<file path="src/rtl/ncc_peak_finder_if.sv">
// Handshake bundle between a row-sum producer and ncc_peak_finder: beat input,
// result output and status.
interface ncc_peak_finder_if #(
  parameter int unsigned POS_X = 40,
  parameter int unsigned POS_Y = 40
);
  localparam int unsigned XW = (POS_X > 1) ? $clog2(POS_X) : 1;
  localparam int unsigned YW = (POS_Y > 1) ? $clog2(POS_Y) : 1;

  logic                  start;
  logic                  in_valid;
  logic                  in_ready;
  logic [15:0][7:0]      in_row_sum;
  logic                  res_valid;
  logic                  res_ready;
  logic signed [11:0]    best_score;
  logic [XW-1:0]         best_x;
  logic [YW-1:0]         best_y;
  logic                  busy;

  modport master (
    output start, in_valid, in_row_sum, res_ready,
    input  in_ready, res_valid, best_score, best_x, best_y, busy
  );

  modport slave (
    input  start, in_valid, in_row_sum, res_ready,
    output in_ready, res_valid, best_score, best_x, best_y, busy
  );
endinterface

</file>
<file path="src/rtl/ncc_peak_finder.sv">
// Peak finder over a raster of NCC window scores; each beat's score is the sum of 16 row sums.
// Define NCC_PEAK_PIPE_EN to register the adder tree (compare one cycle after acceptance).
module ncc_peak_finder #(
  parameter int unsigned POS_X = 40,
  parameter int unsigned POS_Y = 40
) (
  input logic               clk,
  input logic               rst,
  ncc_peak_finder_if.slave  bus
);
  localparam int unsigned XW     = (POS_X > 1) ? $clog2(POS_X) : 1;
  localparam int unsigned YW     = (POS_Y > 1) ? $clog2(POS_Y) : 1;
  localparam int unsigned NBeats = POS_X * POS_Y;
  localparam int unsigned CW     = $clog2(NBeats + 1);

`ifdef NCC_PEAK_PIPE_EN
  localparam logic DrainLast = 1'b1;
`else
  localparam logic DrainLast = 1'b0;
`endif

  typedef enum logic [1:0] {StIdle, StScan, StDrain, StDone} state_e;

  state_e             state_q, state_d;
  logic [XW-1:0]      x_q, x_d;
  logic [YW-1:0]      y_q, y_d;
  logic [CW-1:0]      cnt_q, cnt_d;
  logic               have_q, have_d;
  logic               drain_cnt_q, drain_cnt_d;
  logic signed [11:0] best_score_q, best_score_d;
  logic [XW-1:0]      best_x_q, best_x_d;
  logic [YW-1:0]      best_y_q, best_y_d;

  logic               accept;
  logic signed [11:0] score;
  logic               cmp_vld;
  logic signed [11:0] cmp_score;
  logic [XW-1:0]      cmp_x;
  logic [YW-1:0]      cmp_y;

  assign accept = bus.in_valid && (state_q == StScan);

  // 16 x 8-bit signed terms fit in 12 bits without overflow.
  always_comb begin
    score = '0;
    for (int i = 0; i < 16; i++) begin
      score = score + $signed({{4{bus.in_row_sum[i][7]}}, bus.in_row_sum[i]});
    end
  end

`ifdef NCC_PEAK_PIPE_EN
  logic               pipe_vld_q;
  logic signed [11:0] pipe_score_q;
  logic [XW-1:0]      pipe_x_q;
  logic [YW-1:0]      pipe_y_q;

  always_ff @(posedge clk or posedge rst) begin
    if (rst) begin
      pipe_vld_q   <= 1'b0;
      pipe_score_q <= '0;
      pipe_x_q     <= '0;
      pipe_y_q     <= '0;
    end else begin
      pipe_vld_q   <= accept;
      pipe_score_q <= score;
      pipe_x_q     <= x_q;
      pipe_y_q     <= y_q;
    end
  end

  assign cmp_vld   = pipe_vld_q;
  assign cmp_score = pipe_score_q;
  assign cmp_x     = pipe_x_q;
  assign cmp_y     = pipe_y_q;
`else
  assign cmp_vld   = accept;
  assign cmp_score = score;
  assign cmp_x     = x_q;
  assign cmp_y     = y_q;
`endif

  // Best tracking: first compared beat loads unconditionally, later ones need a strict win.
  always_comb begin
    best_score_d = best_score_q;
    best_x_d     = best_x_q;
    best_y_d     = best_y_q;
    have_d       = have_q;
    if (state_q == StIdle && bus.start) begin
      have_d = 1'b0;
    end else if (cmp_vld && (!have_q || cmp_score > best_score_q)) begin
      best_score_d = cmp_score;
      best_x_d     = cmp_x;
      best_y_d     = cmp_y;
      have_d       = 1'b1;
    end
  end

  always_comb begin
    state_d     = state_q;
    x_d         = x_q;
    y_d         = y_q;
    cnt_d       = cnt_q;
    drain_cnt_d = drain_cnt_q;
    unique case (state_q)
      StIdle: begin
        if (bus.start) begin
          state_d = StScan;
          x_d     = '0;
          y_d     = '0;
          cnt_d   = '0;
        end
      end
      StScan: begin
        if (accept) begin
          cnt_d = cnt_q + 1'b1;
          if (x_q == XW'(POS_X - 1)) begin
            x_d = '0;
            y_d = (y_q == YW'(POS_Y - 1)) ? '0 : y_q + 1'b1;
          end else begin
            x_d = x_q + 1'b1;
          end
          if (cnt_q == CW'(NBeats - 1)) begin
            state_d     = StDrain;
            drain_cnt_d = 1'b0;
          end
        end
      end
      StDrain: begin
        if (drain_cnt_q == DrainLast) begin
          state_d = StDone;
        end else begin
          drain_cnt_d = 1'b1;
        end
      end
      StDone: begin
        if (bus.res_ready) begin
          state_d = StIdle;
        end
      end
      default: state_d = StIdle;
    endcase
  end

  always_ff @(posedge clk or posedge rst) begin
    if (rst) begin
      state_q      <= StIdle;
      x_q          <= '0;
      y_q          <= '0;
      cnt_q        <= '0;
      have_q       <= 1'b0;
      drain_cnt_q  <= 1'b0;
      best_score_q <= '0;
      best_x_q     <= '0;
      best_y_q     <= '0;
    end else begin
      state_q      <= state_d;
      x_q          <= x_d;
      y_q          <= y_d;
      cnt_q        <= cnt_d;
      have_q       <= have_d;
      drain_cnt_q  <= drain_cnt_d;
      best_score_q <= best_score_d;
      best_x_q     <= best_x_d;
      best_y_q     <= best_y_d;
    end
  end

  assign bus.in_ready   = (state_q == StScan);
  assign bus.res_valid  = (state_q == StDone);
  assign bus.busy       = (state_q != StIdle);
  assign bus.best_score = best_score_q;
  assign bus.best_x     = best_x_q;
  assign bus.best_y     = best_y_q;
endmodule

</file>
<file path="src/flat_wrapper.sv">
// flat-port wrapper written by rule: the top's interface ports become plain ports
module ncc_peak_finder_flat 
#(
  parameter int unsigned POS_X = 40,
  parameter int unsigned POS_Y = 40
)
  (clk, rst, bus_start, bus_in_valid, bus_in_row_sum, bus_res_ready, bus_in_ready, bus_res_valid, bus_best_score, bus_best_x, bus_best_y, bus_busy);
  ncc_peak_finder_if #(.POS_X(POS_X), .POS_Y(POS_Y)) bus_i ();
  input logic clk;
  input logic rst;
  input wire logic [$bits(bus_i.start)-1:0] bus_start;
  input wire logic [$bits(bus_i.in_valid)-1:0] bus_in_valid;
  input wire logic [$bits(bus_i.in_row_sum)-1:0] bus_in_row_sum;
  input wire logic [$bits(bus_i.res_ready)-1:0] bus_res_ready;
  output wire logic [$bits(bus_i.in_ready)-1:0] bus_in_ready;
  output wire logic [$bits(bus_i.res_valid)-1:0] bus_res_valid;
  output wire logic [$bits(bus_i.best_score)-1:0] bus_best_score;
  output wire logic [$bits(bus_i.best_x)-1:0] bus_best_x;
  output wire logic [$bits(bus_i.best_y)-1:0] bus_best_y;
  output wire logic [$bits(bus_i.busy)-1:0] bus_busy;
  assign bus_i.start = bus_start;
  assign bus_i.in_valid = bus_in_valid;
  assign bus_i.in_row_sum = bus_in_row_sum;
  assign bus_i.res_ready = bus_res_ready;
  assign bus_in_ready = bus_i.in_ready;
  assign bus_res_valid = bus_i.res_valid;
  assign bus_best_score = bus_i.best_score;
  assign bus_best_x = bus_i.best_x;
  assign bus_best_y = bus_i.best_y;
  assign bus_busy = bus_i.busy;
  ncc_peak_finder #(.POS_X(POS_X), .POS_Y(POS_Y)) u_core (.clk(clk), .rst(rst), .bus(bus_i));
endmodule
</file>
<file path="config.mk">
export PLATFORM = sky130hd
export DESIGN_NAME = ncc_peak_finder_flat
export DESIGN_NICKNAME = d
export VERILOG_FILES = /design/src/rtl/ncc_peak_finder_if.sv /design/src/rtl/ncc_peak_finder.sv /design/src/flat_wrapper.sv
export SDC_FILE = /design/constraint.sdc
export NUM_CORES = 1
export LEC_CHECK = 0
export ABC_CLOCK_PERIOD_IN_PS = 7200
export CORE_MARGIN = 2
export CORE_UTILIZATION = 50
export CTS_CLUSTER_DIAMETER = 150
export DETAILED_ROUTE_END_ITERATION = 10
export MAX_ROUTING_LAYER = met4
export PLACE_DENSITY = 0.86
export SLEW_MARGIN = 40
export SYNTH_ARGS = -nofsm -noshare
export SYNTH_HDL_FRONTEND = slang
export SYNTH_SLANG_ARGS = --single-unit
</file>
<file path="constraint.sdc">
create_clock -name clk -period 7.2 [get_ports clk]
set_clock_uncertainty 0.05 [all_clocks]
set_input_delay 0.72 -clock clk [delete_from_list [all_inputs] [get_ports clk]]
set_output_delay 0.72 -clock clk [all_outputs]
set_load 0.02 [all_outputs]
</file>
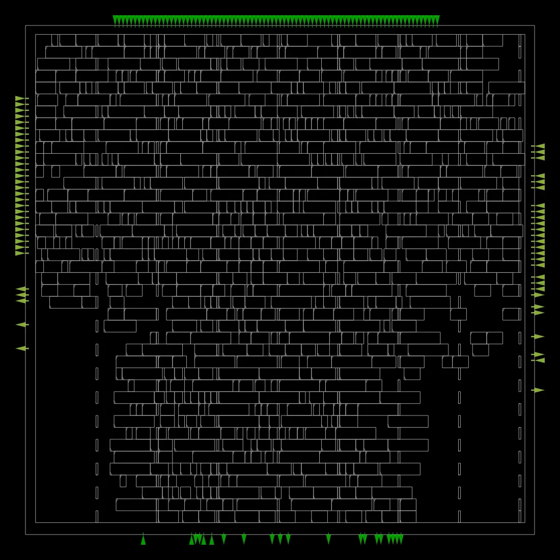
*Cell placement*
register share of the cell area: 14.0%
# rows: 41

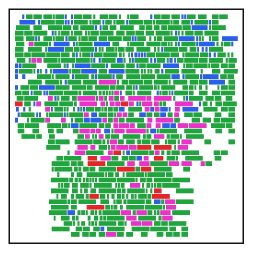
*Drive-strength map*
Drawn at 2 px/um.
[red] x6 and larger | cells: 14
[green] x1 and smaller | cells: 596
[blue] x2 | cells: 126
[magenta] x3 and x4 | cells: 80

==> impl_metrics.py <==
# Synthesis and PnR figures
metrics = {
    "die": {
        "fp_util_pct": 50.6,
        "die_w_um": 116,
        "core_um2": 12500,
        "chip_area_um2": 13500,
        "fp.dieH_um": 116,
        "io_pins": 160,
        "tap-cell-count": 172,
    },
    "global_route": {
        "grt_pass1_vias": 5000,
        "grtUsageTotal_pct": 20.8,
        "grt_max_degree": 51,
        "antenna_found_initial": 0,
        "grt_overflow": 0,
        "use_met1_pct": 24.5,
        "grt_pass1_wl_um": 21800,
        "grt_use_met3_pct": 2.75,
    },
    "final_layout": {
        "post-route-util_pct": 71.8,
        "biggestCellCategory": "logic gates",
        "final_cells": 988,
        "syn_to_final_growth_pct": 41.9,
        "comb_area_share_pct": 50.5,
        "largest_reg_flops": 12,
        "clock_area_share_pct": 1.86,
        "n_clock_buffer": 8,
        "buffer_area_share_pct": 23.1,
        "regArea_um2": 1250,
        "n_fill_cell": 784,
        "comb_cells": 361,
        "final_net_count": 1104,
        "n_all_buffers": 205,
        "drive_above_1_share_pct": 27.0,
        "flops": 50,
        "lay_top_cells": "inv_1, fa_1, inv_2",
        "num_antenna_cells": 0,
    },
    "final_timing": {
        "period_minus_slack_ns": 7.25,
        "timing.slew.headroom_pct": 59.6,
        "final.setup.tns_ns": -0.885,
        "clock.fmax_ghz": 0.138,
        "worst_slew_pin_slew_ns": 0.607,
        "finalSetupViolCount": 24,
        "layout_setup_ws_ns": -0.0534,
        "slew_viol_final": 0,
        "whs_ns": 0.460,
        "finalCritPeriodShare_pct": 101,
        "hold_viol": 0,
    },
    "placement": {
        "gp_congestion": 0.847,
        "pre_cts_ws_ns": -0.741,
        "dp_hpwl_um": 11200,
        "io_buffers": 159,
        "place_area_um2": 8300,
    },
    "routing": {
        "dr.pass1.iters": 4,
        "wl_met2_um": 8260,
        "drcViolationCount": 0,
        "ant_nets": 0,
        "viasPerCell": 4.91,
        "top_layer_used": "met4",
        "wl_met3_um": 723,
        "wl_per_cell_um": 15.1,
    },
    "logic_synthesis": {
        "largest_area_cell": "fa_1",
        "netlist_logic_family_top": "adder cells",
        "synth.avg_cell_area_um2": 10.3,
        "ys_types": 45,
        "synth_nets": 899,
        "ys_seq_share_pct": 19.8,
        "async_flop_share_pct": 100,
        "synth_flops": 50,
        "ys_sh_adder_pct": 44.2,
        "syn_area_um2": 6300,
        "synthMuxAreaShare_pct": 6.15,
        "xor_share_pct": 4.72,
        "area_leaders": "fa_1, dfrtp_1, inv_1",
        "aoi_share_pct": 6.35,
        "edf_count": 0,
    },
    "critical_path": {
        "critPathMaxStageDelay_ns": 0.59,
        "critPathLaunchType": "input pin",
        "reg2reg_slack_ns": 4.54,
        "critical_path_buf_inv_count": 8,
        "worstRegToRegCells": 10,
        "worstPathMaxFanout": 7,
        "critical-path-top-delay-family": "adder cells",
        "critPathRequiredTime_ns": 7.32,
        "reg2reg_from": "u_core.bus.best_score[5]$_DFFE_PP0P_",
    },
    "clock_tree": {
        "cts_tree": "yes",
        "cts_made_buffers": 5,
        "cts.sinks": 50,
        "post_cts_resized": 66,
        "htree_levels": 2,
        "postCtsHoldBufs": 0,
        "clk_pin_slew_ns": 0.06,
        "clockBufferDepth": 2,
        "root_buffer": "clkbuf_16",
    },
    "hold_path": {
        "hold_depth": 1,
        "holdPathEnd": "u_core.bus.best_x[1]$_DFFE_PP0P_",
        "hp-class": "reg2reg",
    },
    "outcome": {
        "status": "complete, but fails checks",
        "failed_checks": "negative setup slack",
    },
    "run": {
        "warnings": 30,
        "drv_cap": 0,
    },
}
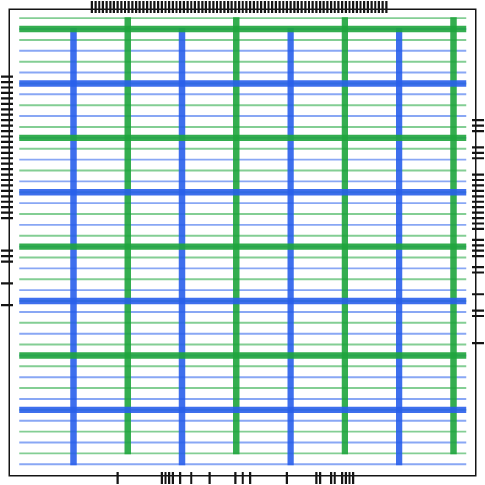
*PDN straps and rails*
Drawn at 4 px/um. Pins as bars on the die edge.
[green] VDD
[blue] VSS
rows: 41
met1 rails: 42
signal pins: 160

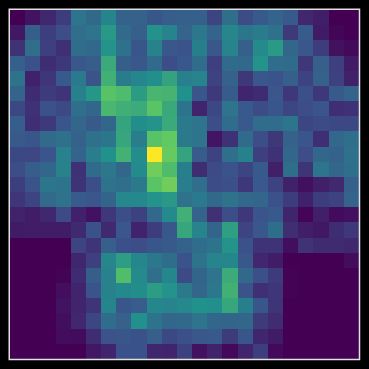
*Signal metal coverage by tile*
Drawn at 3 px/um. The die is cut into 23 by 23 equal tiles; dark purple is low, yellow is high, scaled to the fullest tile. Values are wire area over tile area, all layers added.
densest ninth of the die: center
tiles over half the peak: 9.3%
emptiest ninth of the die: south-east
mean over tiles: 0.18
fullest tile: 0.68
nearly empty tiles: 13%

